$ cat src/rtl/sliding_tile_sequencer_if.sv
// Command and board channels of the sliding-tile move sequencer.
interface sliding_tile_sequencer_if;
  logic       cmd_valid;
  logic       cmd_ready;
  logic [1:0] cmd_dir;
  logic [1:0] board_dir;
  logic       board_move;
  logic       board_solved;

  modport master (
    output cmd_valid, cmd_dir, board_solved,
    input  cmd_ready, board_dir, board_move
  );

  modport slave (
    input  cmd_valid, cmd_dir, board_solved,
    output cmd_ready, board_dir, board_move
  );
endinterface

$ cat src/rtl/sliding_tile_sequencer.sv
// Move sequencer for the 3x3 sliding-tile board: buffers host space-move commands,
// drops illegal edge moves and strobes legal ones into the board one at a time.
module sliding_tile_sequencer #(
  parameter int DEPTH     = 4,
  parameter int CNT_W     = 10,
  parameter int MAX_MOVES = 1000
) (
  input  logic                    clk,
  input  logic                    reset,
  sliding_tile_sequencer_if.slave bus,
  input  logic                    start,
  input  logic                    abort,
  output logic [3:0]              space_loc,
  output logic [CNT_W-1:0]        move_count,
  output logic                    rejected,
  output logic [2:0]              state
);
  localparam int               AW        = $clog2(DEPTH);
  localparam logic [AW:0]      FULL_FILL = DEPTH[AW:0];
  localparam logic [CNT_W-1:0] MAX_CNT   = MAX_MOVES[CNT_W-1:0];
  localparam logic [3:0]       LOC_RESET = 4'b1010;

  typedef enum logic [2:0] {
    S_IDLE   = 3'd0,
    S_ISSUE  = 3'd1,
    S_CHECK  = 3'd2,
    S_SOLVED = 3'd3,
    S_LIMIT  = 3'd4
  } state_e;

  typedef enum logic [1:0] {
    D_LEFT  = 2'b00,
    D_RIGHT = 2'b01,
    D_UP    = 2'b10,
    D_DOWN  = 2'b11
  } dir_e;

  state_e          cur_state, nxt_state;
  dir_e            fifo_mem [DEPTH];
  logic [AW-1:0]   wr_ptr, rd_ptr;
  logic [AW:0]     fill;
  logic            full, empty, push, pop;
  logic            issue, reject, flush, clear_cnt;
  dir_e            head_dir;
  logic            head_legal;
  logic            move_q;
  dir_e            dir_q;

  function automatic logic is_legal(input dir_e dir, input logic [3:0] loc);
    case (dir)
      D_LEFT:  return loc[1:0] != 2'd0;
      D_RIGHT: return loc[1:0] <  2'd2;
      D_UP:    return loc[3:2] != 2'd0;
      default: return loc[3:2] <  2'd2;
    endcase
  endfunction

  function automatic logic [3:0] step_loc(input dir_e dir, input logic [3:0] loc);
    logic [1:0] row;
    logic [1:0] col;
    row = loc[3:2];
    col = loc[1:0];
    case (dir)
      D_LEFT:  col = col - 2'd1;
      D_RIGHT: col = col + 2'd1;
      D_UP:    row = row - 2'd1;
      default: row = row + 2'd1;
    endcase
    return {row, col};
  endfunction

  assign full       = (fill == FULL_FILL);
  assign empty      = (fill == '0);
  assign head_dir   = fifo_mem[rd_ptr];
  assign head_legal = is_legal(head_dir, space_loc);

  // Ready ignores a same-cycle pop so it never depends on the sequencer's decision.
  assign bus.cmd_ready  = !full && (cur_state != S_SOLVED) && (cur_state != S_LIMIT);
  assign push           = bus.cmd_valid && bus.cmd_ready && !flush;
  assign bus.board_move = move_q;
  assign bus.board_dir  = dir_q;
  assign state          = cur_state;

  // NOTE: sequential state uses non-blocking assignments so every register
  // samples pre-edge values regardless of block ordering.
  always_ff @(posedge clk or posedge reset) begin
    if (reset) cur_state <= S_IDLE;
    else       cur_state <= nxt_state;
  end

  // NOTE: every output of this block gets a default first, so no path can
  // leave a value unassigned and infer a latch.
  always_comb begin
    nxt_state = cur_state;
    pop       = 1'b0;
    issue     = 1'b0;
    reject    = 1'b0;
    flush     = 1'b0;
    clear_cnt = 1'b0;
    if (abort) begin
      nxt_state = S_IDLE;
      flush     = 1'b1;
    end else begin
      case (cur_state)
        S_IDLE: if (start) nxt_state = S_ISSUE;
        S_ISSUE: begin
          if (!empty) begin
            pop = 1'b1;
            if (head_legal) begin
              issue     = 1'b1;
              nxt_state = S_CHECK;
            end else begin
              reject = 1'b1;
            end
          end
        end
        S_CHECK: begin
          if (bus.board_solved) begin
            nxt_state = S_SOLVED;
            flush     = 1'b1;
          end else if (move_count == MAX_CNT) begin
            nxt_state = S_LIMIT;
            flush     = 1'b1;
          end else begin
            nxt_state = S_ISSUE;
          end
        end
        S_SOLVED, S_LIMIT: begin
          if (start) begin
            nxt_state = S_IDLE;
            clear_cnt = 1'b1;
          end
        end
        default: nxt_state = S_IDLE;
      endcase
    end
  end

  // NOTE: the command storage is not reset; the pointers and fill level
  // alone define which entries are valid.
  always_ff @(posedge clk) begin
    if (push) fifo_mem[wr_ptr] <= dir_e'(bus.cmd_dir);
  end

  always_ff @(posedge clk or posedge reset) begin
    if (reset) begin
      wr_ptr     <= '0;
      rd_ptr     <= '0;
      fill       <= '0;
      move_q     <= 1'b0;
      dir_q      <= D_LEFT;
      rejected   <= 1'b0;
      space_loc  <= LOC_RESET;
      move_count <= '0;
    end else begin
      move_q   <= issue;
      rejected <= reject;
      if (issue) begin
        dir_q      <= head_dir;
        space_loc  <= step_loc(head_dir, space_loc);
        move_count <= move_count + CNT_W'(1);
      end
      if (clear_cnt) move_count <= '0;

      if (flush) begin
        wr_ptr <= '0;
        rd_ptr <= '0;
        fill   <= '0;
      end else begin
        if (push) wr_ptr <= wr_ptr + 1'b1;
        if (pop)  rd_ptr <= rd_ptr + 1'b1;
        case ({push, pop})
          2'b10:   fill <= fill + 1'b1;
          2'b01:   fill <= fill - 1'b1;
          default: ;
        endcase
      end
    end
  end
endmodule

$ cat src/flat_wrapper.sv
// flat-port wrapper written by rule: the top's interface ports become plain ports
module sliding_tile_sequencer_flat 
#(
  parameter int DEPTH     = 4,
  parameter int CNT_W     = 10,
  parameter int MAX_MOVES = 1000
)
  (clk, reset, start, abort, space_loc, move_count, rejected, state, bus_cmd_valid, bus_cmd_dir, bus_board_solved, bus_cmd_ready, bus_board_dir, bus_board_move);
  sliding_tile_sequencer_if bus_i ();
  input  logic clk;
  input  logic reset;
  input  logic start;
  input  logic abort;
  output logic [3:0] space_loc;
  output logic [CNT_W-1:0] move_count;
  output logic rejected;
  output logic [2:0] state;
  input wire logic [$bits(bus_i.cmd_valid)-1:0] bus_cmd_valid;
  input wire logic [$bits(bus_i.cmd_dir)-1:0] bus_cmd_dir;
  input wire logic [$bits(bus_i.board_solved)-1:0] bus_board_solved;
  output wire logic [$bits(bus_i.cmd_ready)-1:0] bus_cmd_ready;
  output wire logic [$bits(bus_i.board_dir)-1:0] bus_board_dir;
  output wire logic [$bits(bus_i.board_move)-1:0] bus_board_move;
  assign bus_i.cmd_valid = bus_cmd_valid;
  assign bus_i.cmd_dir = bus_cmd_dir;
  assign bus_i.board_solved = bus_board_solved;
  assign bus_cmd_ready = bus_i.cmd_ready;
  assign bus_board_dir = bus_i.board_dir;
  assign bus_board_move = bus_i.board_move;
  sliding_tile_sequencer #(.DEPTH(DEPTH), .CNT_W(CNT_W), .MAX_MOVES(MAX_MOVES)) u_core (.clk(clk), .reset(reset), .bus(bus_i), .start(start), .abort(abort), .space_loc(space_loc), .move_count(move_count), .rejected(rejected), .state(state));
endmodule
$ cat config.mk
export PLATFORM = sky130hd
export DESIGN_NAME = sliding_tile_sequencer_flat
export DESIGN_NICKNAME = d
export VERILOG_FILES = /design/src/rtl/sliding_tile_sequencer_if.sv /design/src/rtl/sliding_tile_sequencer.sv /design/src/flat_wrapper.sv
export SDC_FILE = /design/constraint.sdc
export NUM_CORES = 1
export LEC_CHECK = 0
export ABC_AREA = 1
export CORE_ASPECT_RATIO = 1.4
export CORE_MARGIN = 4
export CORE_UTILIZATION = 54
export DETAILED_ROUTE_END_ITERATION = 8
export GPL_ROUTABILITY_DRIVEN = 0
export PLACE_DENSITY_LB_ADDON = 0.08
export SLEW_MARGIN = 20
export SYNTH_ARGS = -nofsm -noshare
export SYNTH_HDL_FRONTEND = slang
export SYNTH_SLANG_ARGS = --single-unit
$ cat constraint.sdc
create_clock -name clk -period 2.6 [get_ports clk]
set_input_delay 0.39 -clock clk [delete_from_list [all_inputs] [get_ports clk]]
set_output_delay 0.39 -clock clk [all_outputs]
set_load 0.01 [all_outputs]
==> flow_metrics.tcl <==
# collected from the flow reports
set metrics [dict create \
    status "finished, final reports clean" \
    critical_path.cell_chain "nand3_1 -> o21ai_1 -> nand2_1 -> inv_1 -> nor3b_2 -> nand3_2 -> ha_1 -> fa_1 -> a21oi_1 -> o21ai_0 -> xor2_1 -> nor2_1" \
    hold_viol 0 \
    hold_start "u_core.bus.board_dir[1]$_DFFE_PP0P_" \
    largest-register "u_core.move_count" \
    syn_area_sq_um 2040 \
    maxSlewHeadroom 0.477 \
    drv_slew 0 \
    hpwl_microns 3070 \
    yosysUniqueCellTypes 32 \
    syn_avg_cell_area_sq_um 8.44 \
    area_delta_synth_final_pct 22.2 \
    fmax_mhz 414 \
    slowest_stage "dfrtp_1" \
    ys_seq_share 0.462 \
    ant_nets 0 \
    num-nets-final 299 \
    cts_buffer_depth 2 \
    intPower_uw 1340 \
    swShare 0.370 \
    ys.flops 36 \
    start_kind "flop" \
    cp.required_ns 2.82 \
    fin_crit_ns 2.42 \
    setup.worst_path.start "u_core.state[0]$_DFFE_PP0P_" \
    postLayoutCoreUtil 0.685 \
    cts_root_buf "clkbuf_8" \
    final_common_cell "nand2_1" \
    routed_wl_microns 4070 \
    die_area_sq_um 4850 \
    cp_max_fo 7 \
    warnings 30 \
    slowest_delay_ns 0.46 \
    postCtsHoldBufs 0 \
    post_cts_resized 0 \
    crit_end "u_core.fill[2]$_DFFE_PP0P_" \
    fp_util 0.561 \
    fp_nets 259 \
    cts.sinks 36 \
    fp.dieH_microns 80.8 \
    first_pass_iters 4 \
    r2r_slack_ns 0.18 \
    vias_per_cell 5.09 \
    seqPwrFrac 0.408 \
    drtIter0Drc 46 \
    xor_area_frac 0.0582 \
    path_clk_slew_ns 0.07 \
    reg2reg_from "u_core.state[0]$_DFFE_PP0P_" \
    synthCells 242 \
    leakagePower_uw 0.00120 \
    diodes 0 \
    largest_register_ff_count 10 \
    drcViolationCount 0 \
    row_count 26 \
    min_path_cells 2 \
    detail_route.wl_per_cell_microns 12.5 \
    core_area_sq_um 3640 \
    grt_pass1_wl_microns 6930 \
    grt_pass1_vias 1683 \
    ys_cells 242 \
    path_class "flop to flop" \
    htree_levels 2 \
    cts_tree "yes" \
    p_per_area_nw_per_um2 854 \
    end_kind "flop" \
    boundaryPins 30 \
    tightest_slew_ns 0.784 \
    vias 1654 \
    post_cts_buffers 0 \
    rsz0062_at_grt "false" \
    antenna_found_initial 0 \
    reg.largest.list "u_core.move_count x10, u_core.fifo_mem x8, u_core.space_loc x4" \
    die_width_microns 60.0 \
    simple_gate_area_frac 0.304 \
    grtUsageTotal 0.190 \
    grt_max_degree 21 \
    ys_warn_count 0 \
    clkPwrFrac 0.176 \
    hold_path.class "flop to flop" \
    min_period_over_period 0.930 \
    reg2reg_depth 12 \
    pwr-share-comb 0.416 \
    adder_share 0.0588 \
    clk-insertion-delay-late_ns 0.29 \
    final_layout_size_suffix_gt1_frac 0.106 \
    peakVddDrop_mv 0.598 \
    port_buffers 29 \
    cp_data_arrival_time_ns 2.63 \
    logic_family "simple AND/OR/NAND/NOR gates" \
    finalSetupViolCount 0 \
    cts_made_buffers 5 \
    mux_area_frac 0 \
    tns_ns 0 \
    drv_cap 0 \
    hold_end "u_core.bus.board_dir[1]$_DFFE_PP0P_" \
    compound_area_frac 0.0441 \
    ys_chip_area_sq_um 2040 \
    switchingPower_uw 788 \
    clock_skew_ns 0.00354 \
    overflow 0 \
    r2r-end "u_core.fill[2]$_DFFE_PP0P_" \
    lay_top_cells "nand2_1 (58), inv_1 (33), clkdlybuf4s50_1 (29), nor2_1 (28), dfrtp_1 (26)" \
]
## power by group through the flow
stage	sequential (uW)	combinational, uW	clock (uW)
after floorplan	911	481	0
after global placement	876	870	0
after detailed placement	879	891	0
after CTS	871	897	390
after global routing	899	989	410
final	870	886	375
## cell type report
type | instances | area [sq um]
clock buffer | 7 | 76.3
clock inverter | 1 | 3.75
fill | 293 | 1150
inverter | 38 | 150
multi-input combinational | 168 | 950
sequential | 36 | 943
tap | 42 | 52.6
timing repair buffer | 33 | 320
## cells in the mapped netlist (all sizes together)
library cell	n	area [sq um]
edfxtp	8	240
xnor3	1	22.5
nand3b	2	15.0
clkinv	1	8.76
nand2	63	268
xnor2	1	8.76
nor3	5	30.0
fa	1	20.0
or3b	1	8.76
dfstp	2	52.6
nor3b	3	27.5
xor2	10	87.6
nor2	31	124
nand3	20	123
a21oi	3	15.0
nor4	1	6.26
inv	37	141
ha	8	100
o21ai	15	75.1
nand4	3	18.8
dfrtp	26	651
## worst max-delay path: cells and delay by family, from the launching register on
kind            cells  cell delay, ns
compound gates      3            0.33
flops               1            0.46
buf+inv             1            0.07
simple gates        5            0.65
xor+xnor            1            0.15
fa+ha+maj           2            0.66
## metrics by stage
step / total power [uW] / instance area, sq um / worst slack (ns) / hold slack (ns) / instances
CTS: 2160 / 2490 / 0.172 / 0.487 / 324
global route: 2300 / 2500 / 0.00750 / 0.497 / 325
detailed placement: 1770 / 2410 / 0.132 / 0.469 / 316
finish: 2130 / 2500 / 0.183 / 0.485 / 325
floorplan: 1390 / 2040 / 0.270 / 0.454 / 242
global placement: 1750 / 2410 / 0.207 / 0.465 / 316
## routing by layer
layer  share of wire  routed length, microns  track usage
met3           0.030                     124       0.0461
met1            0.42                    1720        0.219
met5               0                       0            0
met2            0.52                    2110        0.319
met4           0.028                     115       0.0998
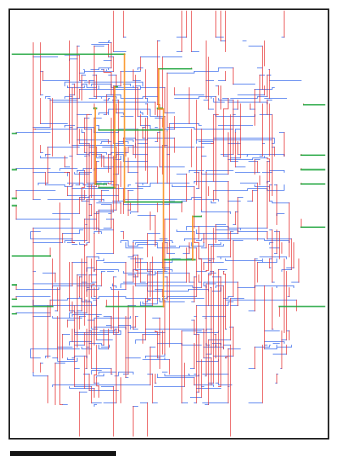
(metal layers overlaid)
Scale bar: 20 microns.
legend:
  M4:
    colour: orange
    wire_length: 115 microns
  M2:
    colour: red
    wire_length: 2110 microns
  M1:
    colour: blue
    wire_length: 1720 microns
  M3:
    colour: green
    wire_length: 124 microns

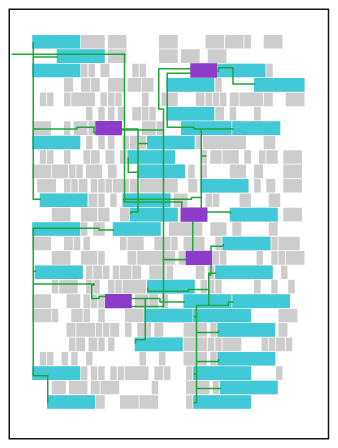
(clock network drawn from the DEF)
legend:
  clock wires:
    colour: green
    length: 484 microns
  clock-net drivers:
    colour: purple
    count: 5
  flip-flops:
    colour: cyan
    count: 36
flops lie: all over the die

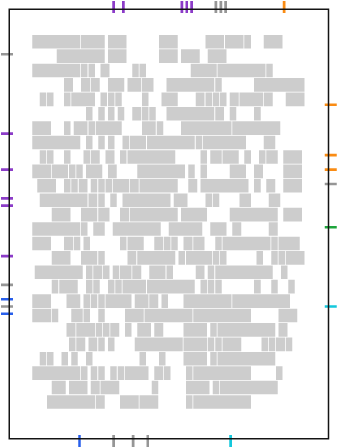
(ports around the boundary)
Pins as bars across the die edge, other pins in grey.
legend:
  space_loc:
    colour: orange
    pins: 4
    direction: output
    edge: 3 east, 1 north
  bus_cmd_dir:
    colour: cyan
    pins: 2
    direction: input
    edge: 1 east, 1 south
  rejected:
    colour: green
    pins: 1
    direction: output
    edge: east
  state:
    colour: blue
    pins: 3
    direction: output
    edge: 2 west, 1 south
  move_count:
    colour: purple
    pins: 10
    direction: output
    edge: 5 north, 5 west

Power is estimated from default activity; no workload was simulated.
